**src/rtl/pic_command_sequencer_if.sv**
```systemverilog
// Write-strobe / configuration bundle between the 8259A bus front end and the
// command sequencer.
interface pic_command_sequencer_if;
    logic [7:0] internal_data_bus;
    logic       write_ICW1;
    logic       write_ICW2_4;
    logic       write_OCW1;
    logic       write_OCW2;
    logic       write_OCW3;

    logic       init_done;
    logic       ltim;
    logic       single;
    logic       ic4;
    logic [4:0] vector_base;
    logic [7:0] cascade_config;
    logic       upm;
    logic       aeoi;
    logic       buf_master;
    logic       buffered_mode;
    logic       sfnm;
    logic [7:0] interrupt_mask;
    logic       auto_rotate;
    logic [2:0] lowest_priority;
    logic       eoi_pulse;
    logic       eoi_specific;
    logic [2:0] eoi_level;
    logic       special_mask_mode;
    logic       read_isr;
    logic       poll_pulse;

    modport master (
        output internal_data_bus, write_ICW1, write_ICW2_4, write_OCW1, write_OCW2, write_OCW3,
        input  init_done, ltim, single, ic4, vector_base, cascade_config, upm, aeoi,
               buf_master, buffered_mode, sfnm, interrupt_mask, auto_rotate,
               lowest_priority, eoi_pulse, eoi_specific, eoi_level,
               special_mask_mode, read_isr, poll_pulse
    );

    modport slave (
        input  internal_data_bus, write_ICW1, write_ICW2_4, write_OCW1, write_OCW2, write_OCW3,
        output init_done, ltim, single, ic4, vector_base, cascade_config, upm, aeoi,
               buf_master, buffered_mode, sfnm, interrupt_mask, auto_rotate,
               lowest_priority, eoi_pulse, eoi_specific, eoi_level,
               special_mask_mode, read_isr, poll_pulse
    );
endinterface

```
**src/rtl/pic_command_sequencer.sv**
```systemverilog
// 8259A initialization / operation-command sequencer: walks ICW1..ICW4, then
// turns OCW1-3 writes into configuration registers and one-cycle command pulses.
module pic_command_sequencer (
    input  logic                    clk,
    input  logic                    reset,
    pic_command_sequencer_if.slave  bus
);
    typedef enum logic [2:0] {
        UNINIT,
        WAIT_ICW2,
        WAIT_ICW3,
        WAIT_ICW4,
        READY
    } state_e;

    state_e     state_q;
    logic       ltim_q, single_q, ic4_q;
    logic [4:0] vector_base_q;
    logic [7:0] cascade_config_q;
    logic       upm_q, aeoi_q, buf_master_q, buffered_mode_q, sfnm_q;
    logic [7:0] interrupt_mask_q;
    logic       auto_rotate_q;
    logic [2:0] lowest_priority_q;
    logic       eoi_pulse_q, eoi_specific_q;
    logic [2:0] eoi_level_q;
    logic       special_mask_mode_q, read_isr_q, poll_pulse_q;

    logic [7:0] data;
    logic       a0_write;

    assign data     = bus.internal_data_bus;
    assign a0_write = bus.write_ICW2_4 | bus.write_OCW1;

    always_ff @(posedge clk or posedge reset) begin
        if (reset) begin
            state_q             <= UNINIT;
            ltim_q              <= 1'b0;
            single_q            <= 1'b0;
            ic4_q               <= 1'b0;
            vector_base_q       <= '0;
            cascade_config_q    <= '0;
            upm_q               <= 1'b0;
            aeoi_q              <= 1'b0;
            buf_master_q        <= 1'b0;
            buffered_mode_q     <= 1'b0;
            sfnm_q              <= 1'b0;
            interrupt_mask_q    <= '0;
            auto_rotate_q       <= 1'b0;
            lowest_priority_q   <= 3'b111;
            eoi_pulse_q         <= 1'b0;
            eoi_specific_q      <= 1'b0;
            eoi_level_q         <= '0;
            special_mask_mode_q <= 1'b0;
            read_isr_q          <= 1'b0;
            poll_pulse_q        <= 1'b0;
        end else begin
            // NOTE: command pulses default low every cycle; a later assignment
            // in this block overrides it (last non-blocking assignment wins).
            eoi_pulse_q    <= 1'b0;
            eoi_specific_q <= 1'b0;
            eoi_level_q    <= '0;
            poll_pulse_q   <= 1'b0;

            if (bus.write_ICW1) begin
                ltim_q              <= data[3];
                single_q            <= data[1];
                ic4_q               <= data[0];
                interrupt_mask_q    <= '0;
                special_mask_mode_q <= 1'b0;
                read_isr_q          <= 1'b0;
                auto_rotate_q       <= 1'b0;
                lowest_priority_q   <= 3'b111;
                upm_q               <= 1'b0;
                aeoi_q              <= 1'b0;
                buf_master_q        <= 1'b0;
                buffered_mode_q     <= 1'b0;
                sfnm_q              <= 1'b0;
                state_q             <= WAIT_ICW2;
            end else begin
                case (state_q)
                    WAIT_ICW2: if (a0_write) begin
                        vector_base_q <= data[7:3];
                        if (!single_q)  state_q <= WAIT_ICW3;
                        else if (ic4_q) state_q <= WAIT_ICW4;
                        else            state_q <= READY;
                    end
                    WAIT_ICW3: if (a0_write) begin
                        cascade_config_q <= data;
                        state_q          <= ic4_q ? WAIT_ICW4 : READY;
                    end
                    WAIT_ICW4: if (a0_write) begin
                        upm_q           <= data[0];
                        aeoi_q          <= data[1];
                        buf_master_q    <= data[2];
                        buffered_mode_q <= data[3];
                        sfnm_q          <= data[4];
                        state_q         <= READY;
                    end
                    READY: begin
                        if (a0_write) begin
                            interrupt_mask_q <= data;
                        end else if (bus.write_OCW2) begin
                            // R/SL/EOI field; rotate-on-non-specific (101) is left to the resolver
                            case (data[7:5])
                                3'b001, 3'b101: eoi_pulse_q <= 1'b1;
                                3'b011: begin
                                    eoi_pulse_q    <= 1'b1;
                                    eoi_specific_q <= 1'b1;
                                    eoi_level_q    <= data[2:0];
                                end
                                3'b111: begin
                                    eoi_pulse_q       <= 1'b1;
                                    eoi_specific_q    <= 1'b1;
                                    eoi_level_q       <= data[2:0];
                                    lowest_priority_q <= data[2:0];
                                end
                                3'b100: auto_rotate_q     <= 1'b1;
                                3'b000: auto_rotate_q     <= 1'b0;
                                3'b110: lowest_priority_q <= data[2:0];
                                default: ;
                            endcase
                        end else if (bus.write_OCW3) begin
                            if (data[6]) special_mask_mode_q <= data[5];
                            if (data[1]) read_isr_q          <= data[0];
                            if (data[2]) poll_pulse_q        <= 1'b1;
                        end
                    end
                    default: ;
                endcase
            end
        end
    end

    assign bus.init_done         = (state_q == READY);
    assign bus.ltim              = ltim_q;
    assign bus.single            = single_q;
    assign bus.ic4               = ic4_q;
    assign bus.vector_base       = vector_base_q;
    assign bus.cascade_config    = cascade_config_q;
    assign bus.upm               = upm_q;
    assign bus.aeoi              = aeoi_q;
    assign bus.buf_master        = buf_master_q;
    assign bus.buffered_mode     = buffered_mode_q;
    assign bus.sfnm              = sfnm_q;
    assign bus.interrupt_mask    = interrupt_mask_q;
    assign bus.auto_rotate       = auto_rotate_q;
    assign bus.lowest_priority   = lowest_priority_q;
    assign bus.eoi_pulse         = eoi_pulse_q;
    assign bus.eoi_specific      = eoi_specific_q;
    assign bus.eoi_level         = eoi_level_q;
    assign bus.special_mask_mode = special_mask_mode_q;
    assign bus.read_isr          = read_isr_q;
    assign bus.poll_pulse        = poll_pulse_q;
endmodule

```
**src/flat_wrapper.sv**
```systemverilog
// flat-port wrapper written by rule: the top's interface ports become plain ports
module pic_command_sequencer_flat 
  (clk, reset, bus_internal_data_bus, bus_write_ICW1, bus_write_ICW2_4, bus_write_OCW1, bus_write_OCW2, bus_write_OCW3, bus_init_done, bus_ltim, bus_single, bus_ic4, bus_vector_base, bus_cascade_config, bus_upm, bus_aeoi, bus_buf_master, bus_buffered_mode, bus_sfnm, bus_interrupt_mask, bus_auto_rotate, bus_lowest_priority, bus_eoi_pulse, bus_eoi_specific, bus_eoi_level, bus_special_mask_mode, bus_read_isr, bus_poll_pulse);
  pic_command_sequencer_if bus_i ();
  input  logic clk;
  input  logic reset;
  input wire logic [$bits(bus_i.internal_data_bus)-1:0] bus_internal_data_bus;
  input wire logic [$bits(bus_i.write_ICW1)-1:0] bus_write_ICW1;
  input wire logic [$bits(bus_i.write_ICW2_4)-1:0] bus_write_ICW2_4;
  input wire logic [$bits(bus_i.write_OCW1)-1:0] bus_write_OCW1;
  input wire logic [$bits(bus_i.write_OCW2)-1:0] bus_write_OCW2;
  input wire logic [$bits(bus_i.write_OCW3)-1:0] bus_write_OCW3;
  output wire logic [$bits(bus_i.init_done)-1:0] bus_init_done;
  output wire logic [$bits(bus_i.ltim)-1:0] bus_ltim;
  output wire logic [$bits(bus_i.single)-1:0] bus_single;
  output wire logic [$bits(bus_i.ic4)-1:0] bus_ic4;
  output wire logic [$bits(bus_i.vector_base)-1:0] bus_vector_base;
  output wire logic [$bits(bus_i.cascade_config)-1:0] bus_cascade_config;
  output wire logic [$bits(bus_i.upm)-1:0] bus_upm;
  output wire logic [$bits(bus_i.aeoi)-1:0] bus_aeoi;
  output wire logic [$bits(bus_i.buf_master)-1:0] bus_buf_master;
  output wire logic [$bits(bus_i.buffered_mode)-1:0] bus_buffered_mode;
  output wire logic [$bits(bus_i.sfnm)-1:0] bus_sfnm;
  output wire logic [$bits(bus_i.interrupt_mask)-1:0] bus_interrupt_mask;
  output wire logic [$bits(bus_i.auto_rotate)-1:0] bus_auto_rotate;
  output wire logic [$bits(bus_i.lowest_priority)-1:0] bus_lowest_priority;
  output wire logic [$bits(bus_i.eoi_pulse)-1:0] bus_eoi_pulse;
  output wire logic [$bits(bus_i.eoi_specific)-1:0] bus_eoi_specific;
  output wire logic [$bits(bus_i.eoi_level)-1:0] bus_eoi_level;
  output wire logic [$bits(bus_i.special_mask_mode)-1:0] bus_special_mask_mode;
  output wire logic [$bits(bus_i.read_isr)-1:0] bus_read_isr;
  output wire logic [$bits(bus_i.poll_pulse)-1:0] bus_poll_pulse;
  assign bus_i.internal_data_bus = bus_internal_data_bus;
  assign bus_i.write_ICW1 = bus_write_ICW1;
  assign bus_i.write_ICW2_4 = bus_write_ICW2_4;
  assign bus_i.write_OCW1 = bus_write_OCW1;
  assign bus_i.write_OCW2 = bus_write_OCW2;
  assign bus_i.write_OCW3 = bus_write_OCW3;
  assign bus_init_done = bus_i.init_done;
  assign bus_ltim = bus_i.ltim;
  assign bus_single = bus_i.single;
  assign bus_ic4 = bus_i.ic4;
  assign bus_vector_base = bus_i.vector_base;
  assign bus_cascade_config = bus_i.cascade_config;
  assign bus_upm = bus_i.upm;
  assign bus_aeoi = bus_i.aeoi;
  assign bus_buf_master = bus_i.buf_master;
  assign bus_buffered_mode = bus_i.buffered_mode;
  assign bus_sfnm = bus_i.sfnm;
  assign bus_interrupt_mask = bus_i.interrupt_mask;
  assign bus_auto_rotate = bus_i.auto_rotate;
  assign bus_lowest_priority = bus_i.lowest_priority;
  assign bus_eoi_pulse = bus_i.eoi_pulse;
  assign bus_eoi_specific = bus_i.eoi_specific;
  assign bus_eoi_level = bus_i.eoi_level;
  assign bus_special_mask_mode = bus_i.special_mask_mode;
  assign bus_read_isr = bus_i.read_isr;
  assign bus_poll_pulse = bus_i.poll_pulse;
  pic_command_sequencer u_core (.clk(clk), .reset(reset), .bus(bus_i));
endmodule
```
**config.mk**
```make
export PLATFORM = sky130hd
export DESIGN_NAME = pic_command_sequencer_flat
export DESIGN_NICKNAME = d
export VERILOG_FILES = /design/src/rtl/pic_command_sequencer_if.sv /design/src/rtl/pic_command_sequencer.sv /design/src/flat_wrapper.sv
export SDC_FILE = /design/constraint.sdc
export NUM_CORES = 1
export LEC_CHECK = 0
export ABC_AREA = 1
export CORE_AREA = 4 4 73 75
export DETAILED_ROUTE_END_ITERATION = 10
export DIE_AREA = 0 0 77 79
export HOLD_SLACK_MARGIN = 0.06
export PLACE_DENSITY = 0.74
export SKIP_CTS_REPAIR_TIMING = 1
export SYNTH_ARGS = -nofsm -noshare
export SYNTH_HDL_FRONTEND = slang
export SYNTH_SLANG_ARGS = --single-unit
```
**constraint.sdc**
```tcl
create_clock -name clk -period 1.2 [get_ports clk]
set_input_delay 0.18 -clock clk [delete_from_list [all_inputs] [get_ports clk]]
set_output_delay 0.18 -clock clk [all_outputs]
set_load 0.005 [all_outputs]
```
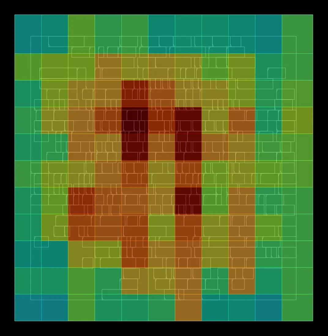
congestion_map.png
met1 Use GR: 0.220
met3 GRT Util: 0.0499

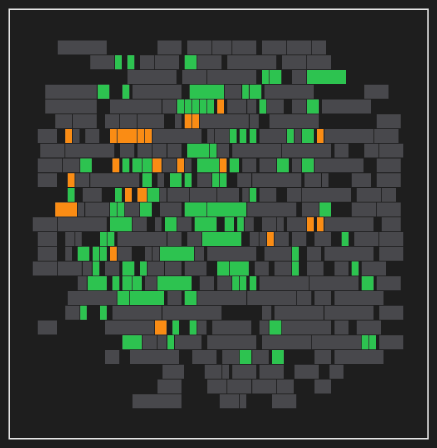
gates.png
color	family	cells	most used
orange	nor cells	22	nor2_1
green	nand cells	92	nand2_1
most frequent logic cell in the layout: nand2_1
combinational share of cell area: 0.278

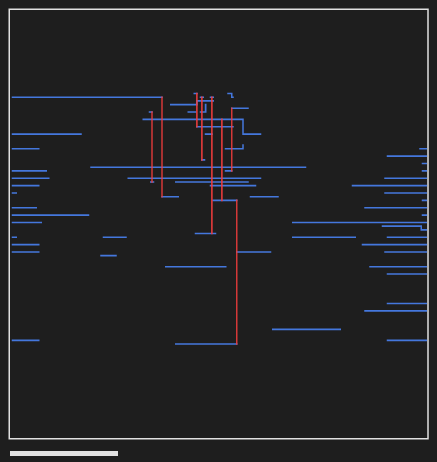
layers.png
The bar under the picture is 20 um long. Only two layers are drawn.
color	layer	wire length
blue	M3	472 um
red	M4	127 um
Post-Route WL: 6.22 mm
Avg WL per Cell: 16.4 um

-- critical path: cells and delay by family (launching register included) --
kind | cells | cell delay (ns)
AND/OR/NAND/NOR | 3 | 0.42
buffers and inverters | 3 | 0.40
flip-flops | 1 | 0.39
AND-OR/OR-AND | 1 | 0.05
-- metal layers --
| metal | share of wire | wire length, um |
|---|---|---|
| met3 | 0.076 | 472 |
| met1 | 0.40 | 2490 |
| met4 | 0.020 | 127 |
| met5 | 0 | 0 |
| met2 | 0.50 | 3130 |
-- final cells by class --
type,count,area [um^2],area share
multi-input combinational,149,931,0.278
clock buffer,5,68.8,0.0206
timing repair buffer,100,1030,0.308
clock inverter,3,42.5,0.0127
sequential,44,1100,0.330
inverter,23,100,0.0299
tap,54,67.6,0.0202
-- logic make-up (layout without fill, tap and decap cells) --
family,after synthesis,count (layout),synth area share
flip-flops,44,44,0.577
buffers and inverters,29,131,0.0719
AND/OR/NAND/NOR,114,117,0.248
AND-OR/OR-AND,32,32,0.103
-- power groups by stage --
stage	combinational, mW	sequential [mW]	clock, mW
after detailed placement	1.84	2.11	0
after global placement	1.78	2.10	0
after floorplan	0.732	2.14	0
final	2.50	2.09	1.15
after CTS	1.85	2.09	1.15
after global routing	2.69	2.13	1.22
-- sequential cells by signal, indices dropped and copies added, names as in the netlist --
name and flops:
u_core.bus.buf_master 1, u_core.bus.read_isr 1, u_core.state_q 3, u_core.bus.cascade_config 8
u_core.bus.ltim 1, u_core.bus.aeoi 1, u_core.bus.eoi_pulse 1, u_core.bus.eoi_specific 1
u_core.bus.sfnm 1, u_core.bus.interrupt_mask 8, u_core.bus.lowest_priority 3, u_core.bus.ic4 1
u_core.bus.buffered_mode 1, u_core.bus.special_mask_mode 1, u_core.bus.vector_base 5, u_core.bus.upm 1
u_core.bus.auto_rotate 1, u_core.bus.eoi_level 3, u_core.bus.poll_pulse 1, u_core.bus.single 1
-- path summary, 6_finish.rpt --
kind | start | endpoint | slack, ns
max reg2reg | u_core.state_q[0] | u_core.bus.cascade_config[5] | -0.17
min reg2reg | u_core.bus.interrupt_mask[6] | u_core.bus.interrupt_mask[6] | 0.48
max | u_core.state_q[0] | u_core.bus.cascade_config[5] | -0.17
max in group asynchronous | reset | u_core.bus.lowest_priority[2] | 0.64
min | reset | u_core.bus.single | 0.12
min in group clk | bus_write_ICW1 | u_core.bus.single | 0.41
-- stage by stage --
stage,setup TNS (ns),instance area (um^2)
after floorplan,-0.0215,1920
after global placement,-11.34,2700
after detailed placement,-12.24,2700
after CTS,-11.55,2810
after global routing,-4.05,3340
final,-2.02,3340
==> impl_metrics.yaml <==
# generated from flow reports
setup_path:
  critPathRequiredTime_ns: 1.41
  crit_slowest_cell: "dfrtp_1"
  cp_max_fo: 16
  max_stage_delay_ns: 0.39
  crit_type: "register to register"
  rr_worst_depth: 7
  cp.arrival_ns: 1.58
  cp_cell_sequence: "buf_4, inv_1, nand3_2, or2_4, buf_12, nand2_1, o21ai_2"
  worst_setup_path_start_kind: "register"
  worst_setup_path_end_kind: "register"
placement:
  pre_cts_ws_ns: -0.373
  globalplace.congestion: 0.833
  hpwl_mm: 3.75
  numPortBuffers: 56
  dp_cells: 348
final_timing:
  rsz0062_at_grt: "yes"
  clock.fmax_ghz: 0.730
  finalSetupViolCount: 22
  slew-limit-headroom: 0.838
  hold_slack_ns: 0.121
  finalHoldViolCount: 0
  min_period_ns: 1.37
  finClkSkew_ns: 0.00781
  final.setup.worst_slack_ns: -0.169
  finalCritPeriodShare: 1.14
  tightest_slew_ns: 0.242
  maxSlewViolCount: 0
detailed_routing:
  vias: 1931
  ant_nets: 0
  first_iter_violations: 166
  detail_route.vias_per_cell: 5.11
  first_pass_iters: 4
  drt_drc_violations_left: 0
synth:
  syn_area_um2: 1910
  ys.flops: 44
  edf_count: 0
  synth_cells: 219
  ys_types: 22
  synth_warnings: 0
  top_cell: "nand2_1"
  top_cells_by_area: "dfrtp_1 (54%), nand2_1 (14%), o21ai_0 (5.0%)"
  synth-async-reset-ratio: 1.00
  ys_cells: 219
  ys_chip_area_um2: 1910
  syn-num-nets: 234
  yosysSeqAreaShare: 0.577
  synth_top_area_share: 0.536
  syn_area_per_cell_um2: 8.74
  synthFlopType: "dfrtp_1"
  synthTopCellsByCount: "nand2_1 (70), dfrtp_1 (41), inv_1 (22)"
  yosysTopAreaCell: "dfrtp_1"
finish:
  area_growth_pct: 74.7
  diodes: 0
  most-common-layout-cells: "nand2_1 (47), dlymetal6s2s_1 (43), dfrtp_1 (41)"
  nFillCells: 327
  stdcell_count: 378
  fin_nets: 338
  fin_util: 0.718
  final_layout_size_suffix_gt1_frac: 0.377
pwr:
  p_leak_nw: 2.18
  pwr-share-comb: 0.435
  p_clk_frac: 0.201
  pwr-share-seq: 0.364
  total_power_mw: 5.75
  p_per_area_nw_per_um2: 1720
  internal_power_mw: 3.79
  switching_share: 0.340
  switchingPower_mw: 1.96
  ir_worst_vdd_v: 0.000780
cts:
  cts_tree: "done"
  clock_latency_ns: 0.30
  path_clk_slew_ns: 0.09
  cts_max_level: 2
  cts_buffer_depth: 2
  numCtsBuffers: 5
  cts.sinks: 44
  root_buffer: "clkbuf_8"
floorplanning:
  chip_area_um2: 6080
  core_um2: 4660
  initial_utilization: 0.411
  die_y_um: 79
  io_pins: 57
  placementRows: 25
  die_w_um: 77
grt:
  grt_max_degree: 17
  grt_pass1_wl_mm: 8.20
  top_usage_layer: "met2"
  first_global_vias: 1723
  grt_usage: 0.170
  use_met2: 0.280
  overflow: 0
  antenna_found_initial: 0
outcome:
  status: "finished with violations"
  violations: "negative setup slack"
flow_run:
  max-cap-violations: 0
  warnings: 28
min_path:
  worstHoldPathType: "input port to asynchronous set/reset pin"
Power figures rest on the tool's default switching activity, not on a simulated workload.
